`src/rtl/hub_port_rx_if.sv`:
```
// Byte stream from a hub port receiver to the hub forwarding logic.
// Handshake: the producer holds byte_data/byte_last stable while byte_valid is
// high; a byte transfers on a rising edge where byte_valid && byte_ready, and
// byte_ready while byte_valid is low has no effect.
interface hub_port_rx_if;
    logic [7:0] byte_data;
    logic       byte_valid;
    logic       byte_last;
    logic       byte_ready;

    modport master (
        output byte_data,
        output byte_valid,
        output byte_last,
        input  byte_ready
    );

    modport slave (
        input  byte_data,
        input  byte_valid,
        input  byte_last,
        output byte_ready
    );
endinterface

```
`src/rtl/hub_port_rx.sv`:
```
// Serial receive front end for one hub port: hunts for the start-of-frame
// delimiter, deserialises DATA_BYTES payload bytes LSB first and queues them
// in a small first-word-fall-through FIFO towards the forwarding logic.
// busy doubles as the FSM state observation point (high exactly in DATA).
module hub_port_rx #(
    parameter logic [7:0] SFD        = 8'hAB,
    parameter int         DATA_BYTES = 1,
    parameter int         FIFO_DEPTH = 2
) (
    input  logic              clk,
    input  logic              reset,
    input  logic              rx,
    hub_port_rx_if.master     out,
    output logic              busy,
    output logic [15:0]       frame_count,
    output logic              overflow,
    input  logic              overflow_clr
);

    localparam int          AW       = (FIFO_DEPTH > 1) ? $clog2(FIFO_DEPTH) : 1;
    localparam logic [AW:0] DEPTH_C  = (AW + 1)'(FIFO_DEPTH);
    localparam logic [3:0]  LAST_IDX = 4'(DATA_BYTES - 1);

    typedef enum logic {
        ST_HUNT = 1'b0,
        ST_DATA = 1'b1
    } state_t;

    // Receiver state
    state_t      state_q,       state_d;
    logic [7:0]  hunt_q,        hunt_d;
    logic [2:0]  bit_cnt_q,     bit_cnt_d;
    logic [3:0]  byte_cnt_q,    byte_cnt_d;
    logic [7:0]  asm_q,         asm_d;
    logic [15:0] frame_count_q, frame_count_d;
    logic        overflow_q,    overflow_d;

    // FIFO state; each entry is {last, data}
    logic [8:0]  mem_q [FIFO_DEPTH];
    logic [8:0]  mem_d [FIFO_DEPTH];
    logic [AW-1:0] wr_ptr_q, wr_ptr_d;
    logic [AW-1:0] rd_ptr_q, rd_ptr_d;
    logic [AW:0]   count_q,  count_d;

    // Push/pop strobes between the receiver and the FIFO
    logic [7:0]  hunt_shift;
    logic        push;
    logic        push_last;
    logic [7:0]  push_data;
    logic        pop;
    logic        full;
    logic        push_ok;

    assign hunt_shift = {hunt_q[6:0], rx};

    // Receiver FSM: delimiter hunt, then bit/byte assembly until the frame ends
    always_comb begin
        state_d       = state_q;
        hunt_d        = hunt_q;
        bit_cnt_d     = bit_cnt_q;
        byte_cnt_d    = byte_cnt_q;
        asm_d         = asm_q;
        frame_count_d = frame_count_q;
        push          = 1'b0;
        push_last     = 1'b0;
        push_data     = 8'h00;

        case (state_q)
            ST_HUNT: begin
                if (hunt_shift == SFD) begin
                    // Clear the hunt window so the next frame needs a full fresh delimiter
                    state_d    = ST_DATA;
                    hunt_d     = 8'h00;
                    bit_cnt_d  = 3'd0;
                    byte_cnt_d = 4'd0;
                end else begin
                    hunt_d = hunt_shift;
                end
            end
            ST_DATA: begin
                // LSB first: each new sample enters at the top and moves down
                asm_d = {rx, asm_q[7:1]};
                if (bit_cnt_q == 3'd7) begin
                    push       = 1'b1;
                    push_data  = asm_d;
                    push_last  = (byte_cnt_q == LAST_IDX);
                    bit_cnt_d  = 3'd0;
                    byte_cnt_d = byte_cnt_q + 4'd1;
                    if (push_last) begin
                        // Counted even when the FIFO drops the byte
                        frame_count_d = frame_count_q + 16'd1;
                        state_d       = ST_HUNT;
                    end
                end else begin
                    bit_cnt_d = bit_cnt_q + 3'd1;
                end
            end
            default: begin
                state_d = ST_HUNT;
            end
        endcase
    end

    assign pop     = (count_q != '0) && out.byte_ready;
    assign full    = (count_q == DEPTH_C);
    // A full FIFO still takes a byte if the head leaves on the same edge
    assign push_ok = push && (!full || pop);

    // FIFO pointers, occupancy and sticky overflow flag
    always_comb begin
        mem_d      = mem_q;
        wr_ptr_d   = wr_ptr_q;
        rd_ptr_d   = rd_ptr_q;
        count_d    = count_q;
        overflow_d = overflow_q;

        if (push_ok) begin
            mem_d[wr_ptr_q] = {push_last, push_data};
            wr_ptr_d        = wr_ptr_q + 1'b1;
        end
        if (pop) begin
            rd_ptr_d = rd_ptr_q + 1'b1;
        end
        case ({push_ok, pop})
            2'b10:   count_d = count_q + 1'b1;
            2'b01:   count_d = count_q - 1'b1;
            default: count_d = count_q;
        endcase

        // Set has priority over clear when both happen on one edge
        if (overflow_clr) begin
            overflow_d = 1'b0;
        end
        if (push && !push_ok) begin
            overflow_d = 1'b1;
        end
    end

    // State registers, all cleared by the asynchronous reset
    always_ff @(posedge clk or posedge reset) begin
        if (reset) begin
            state_q       <= ST_HUNT;
            hunt_q        <= 8'h00;
            bit_cnt_q     <= 3'd0;
            byte_cnt_q    <= 4'd0;
            asm_q         <= 8'h00;
            frame_count_q <= 16'd0;
            overflow_q    <= 1'b0;
            wr_ptr_q      <= '0;
            rd_ptr_q      <= '0;
            count_q       <= '0;
            for (int i = 0; i < FIFO_DEPTH; i++) begin
                mem_q[i] <= 9'h000;
            end
        end else begin
            state_q       <= state_d;
            hunt_q        <= hunt_d;
            bit_cnt_q     <= bit_cnt_d;
            byte_cnt_q    <= byte_cnt_d;
            asm_q         <= asm_d;
            frame_count_q <= frame_count_d;
            overflow_q    <= overflow_d;
            wr_ptr_q      <= wr_ptr_d;
            rd_ptr_q      <= rd_ptr_d;
            count_q       <= count_d;
            for (int i = 0; i < FIFO_DEPTH; i++) begin
                mem_q[i] <= mem_d[i];
            end
        end
    end

    // Head of FIFO is presented directly; data/last read as zero when empty
    always_comb begin
        out.byte_valid = (count_q != '0);
        out.byte_data  = out.byte_valid ? mem_q[rd_ptr_q][7:0] : 8'h00;
        out.byte_last  = out.byte_valid ? mem_q[rd_ptr_q][8]   : 1'b0;
    end

    assign busy        = (state_q == ST_DATA);
    assign frame_count = frame_count_q;
    assign overflow    = overflow_q;

endmodule
```
`src/flat_wrapper.sv`:
```
// flat-port wrapper written by rule: the top's interface ports become plain ports
module hub_port_rx_flat 
#(
    parameter logic [7:0] SFD        = 8'hAB,
    parameter int         DATA_BYTES = 1,
    parameter int         FIFO_DEPTH = 2
)
  (clk, reset, rx, busy, frame_count, overflow, overflow_clr, out_byte_data, out_byte_valid, out_byte_last, out_byte_ready);
  hub_port_rx_if out_i ();
  input  logic clk;
  input  logic reset;
  input  logic rx;
  output logic busy;
  output logic [15:0] frame_count;
  output logic overflow;
  input  logic overflow_clr;
  output wire logic [$bits(out_i.byte_data)-1:0] out_byte_data;
  output wire logic [$bits(out_i.byte_valid)-1:0] out_byte_valid;
  output wire logic [$bits(out_i.byte_last)-1:0] out_byte_last;
  input wire logic [$bits(out_i.byte_ready)-1:0] out_byte_ready;
  assign out_byte_data = out_i.byte_data;
  assign out_byte_valid = out_i.byte_valid;
  assign out_byte_last = out_i.byte_last;
  assign out_i.byte_ready = out_byte_ready;
  hub_port_rx #(.SFD(SFD), .DATA_BYTES(DATA_BYTES), .FIFO_DEPTH(FIFO_DEPTH)) u_core (.clk(clk), .reset(reset), .rx(rx), .out(out_i), .busy(busy), .frame_count(frame_count), .overflow(overflow), .overflow_clr(overflow_clr));
endmodule
```
`config.mk`:
```
export PLATFORM = sky130hd
export DESIGN_NAME = hub_port_rx_flat
export DESIGN_NICKNAME = d
export VERILOG_FILES = /design/src/rtl/hub_port_rx_if.sv /design/src/rtl/hub_port_rx.sv /design/src/flat_wrapper.sv
export SDC_FILE = /design/constraint.sdc
export NUM_CORES = 1
export LEC_CHECK = 0
export CAP_MARGIN = 15
export CORE_MARGIN = 4
export CORE_UTILIZATION = 40
export DETAILED_ROUTE_END_ITERATION = 12
export HOLD_SLACK_MARGIN = 0.03
export PLACE_DENSITY = 0.56
export REMOVE_ABC_BUFFERS = 1
export SLEW_MARGIN = 5
export SYNTH_ARGS = -nofsm -noshare
export SYNTH_HDL_FRONTEND = slang
export SYNTH_SLANG_ARGS = --single-unit
```
`constraint.sdc`:
```
create_clock -name clk -period 5.8 [get_ports clk]
set_clock_uncertainty 0.2 [all_clocks]
set_input_delay 1.16 -clock clk [delete_from_list [all_inputs] [get_ports clk]]
set_output_delay 1.16 -clock clk [all_outputs]
set_load 0.005 [all_outputs]
```
==> changes_impl.md <==
### Implementation results

- # Cells Yosys: 232
- Required @ worst endpoint: about 4400 ps
- Netlist Area Pre-Place: 2760 sq um
- Comb/total area: 34.5%
- Root buf cell: clkbuf_8
- Comb pwr: 0.341 mW
- Layout clock buffers: 12
- Layout cells sized above 1: roughly a fifth
- Library cells used by synthesis: 34
- Post-CTS setup buffers: 0
- Placed Cells: 337
- Compound Share, Synth: 2.54%
- Signal buffers: 34
- Post-CTS Hold Fix Bufs: 0
- Status: finished clean
- Mux cell area share after synthesis: between 10% and 20%
- Flip-flops with a built-in enable: 0
- Final setup vio count: 0
- Cells after Synth: 232
- Max reg flops: 18
- Main area contributors: dfrtp_1 55%, mux2_2 12%, xor2_1 3.8%
- DRC viols: 0
- Hpwl dp: 3190 um
- Tool Warnings: 26
- Finished Layout Cells: 353
- Register area: 1530 sq um
- Pre-CTS setup slack: 2760 ps
- Routed met2 length: a little over 2000 um
- PortBufs: 32
- # IOs: 33
- Simple-Gate Area Share: 14.2%
- Multi-In Gates: around 160
- Xor/xnor share: 7.29%
- WS Path Type: reg2out
- Main logic family: multiplexers
- Via Count: 1740
- NetSw: 0.373 mW
- Die Size: 8300 sq um
- Seq pwr: between 0.6 and 0.7 mW
- Switch share: a little over a quarter
- Top power group: registers
- Final Max Slew Viols: 0
- Most instantiated logic cells after routing: 61 x dfrtp_1, 32 x clkdlybuf4s50_1, 29 x mux2_2
- Leak Pwr: 1.49 nW
- Largest net degree at the start of global routing: between 60 and 70
- Yosys top cell by area: dfrtp_1
[final timing paths]
kind	from	end	slack, ps	depth (start not counted)
worst max-delay path	u_core.count_q[0]	out_byte_last	2460	3
worst min-delay path	u_core.frame_count[15]	u_core.frame_count[15]	270	1
worst max register to register	u_core.bit_cnt_q[0]	u_core.frame_count[1]	3460	5
worst min register to register	u_core.frame_count[15]	u_core.frame_count[15]	270	1
max in group asynchronous	reset	u_core.frame_count[12]	3710	3
min in group asynchronous	reset	u_core.frame_count[13]	1180	3
[layer usage]
layer / track usage [%] / up-vias
li1: - / 860
met1: 18.1 / 841
met2: 18.9 / 30
met3: 2.90 / 9
met4: 6.41 / 0
met5: 0 / -
[critical path, stage by stage (launching register included)]
cell and delay (ps):
dfrtp_1 430, nor2_1 620, nor2_1 130, clkdlybuf4s50_1 480
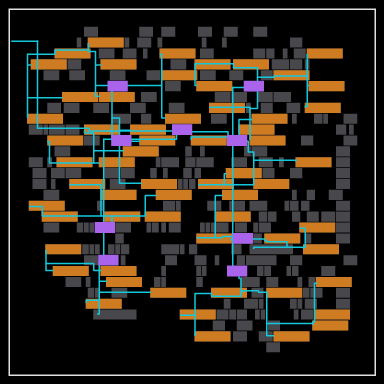
Fig. 1. Clock network drawn from the DEF.
Drawn at 4 px/um.
Key: flip-flops = orange [count 61]; clock wires = cyan [length 752 um]; clock-net drivers = purple [count 9]
Position of the flops: spread over the die.

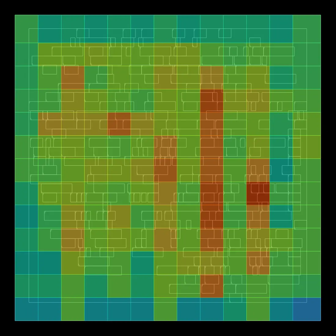
Fig. 2. Routing congestion map.
GRT Overall Usage: 13.0%
most used routing layer: met2
mean routed wirelength per cell: 13.7 um
grt met1 use: 18.1%
met2 usage: 18.9%

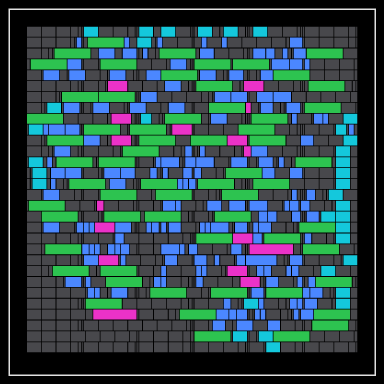
Fig. 3. Cell classes on the final placement.
Drawn at 4 px/um. Fill, decap, tap and diode cells in grey.
Key: remaining logic cells = blue [cells 162, share of their area 36%]; registers = green [cells 61, share of their area 47%]; remaining buffers and delay cells = cyan [cells 34, share of their area 10%]; clock drivers and dummy loads = magenta [cells 16, share of their area 6.9%]
post-layout util: 50.0%
Placeable Area: 6760 sq um
Seq/total area: 45.2%
Core Rows: 30

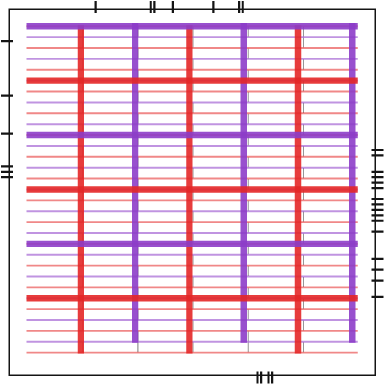
Fig. 4. Supply network.
Drawn at 4 px/um. Pins as bars on the die edge. Tap cells in grey.
Key: VDD = purple; VSS = red
6 straps on met4. 33 signal pins sit on the boundary. 80 tap cells.

Power and IR drop assume default switching activity.
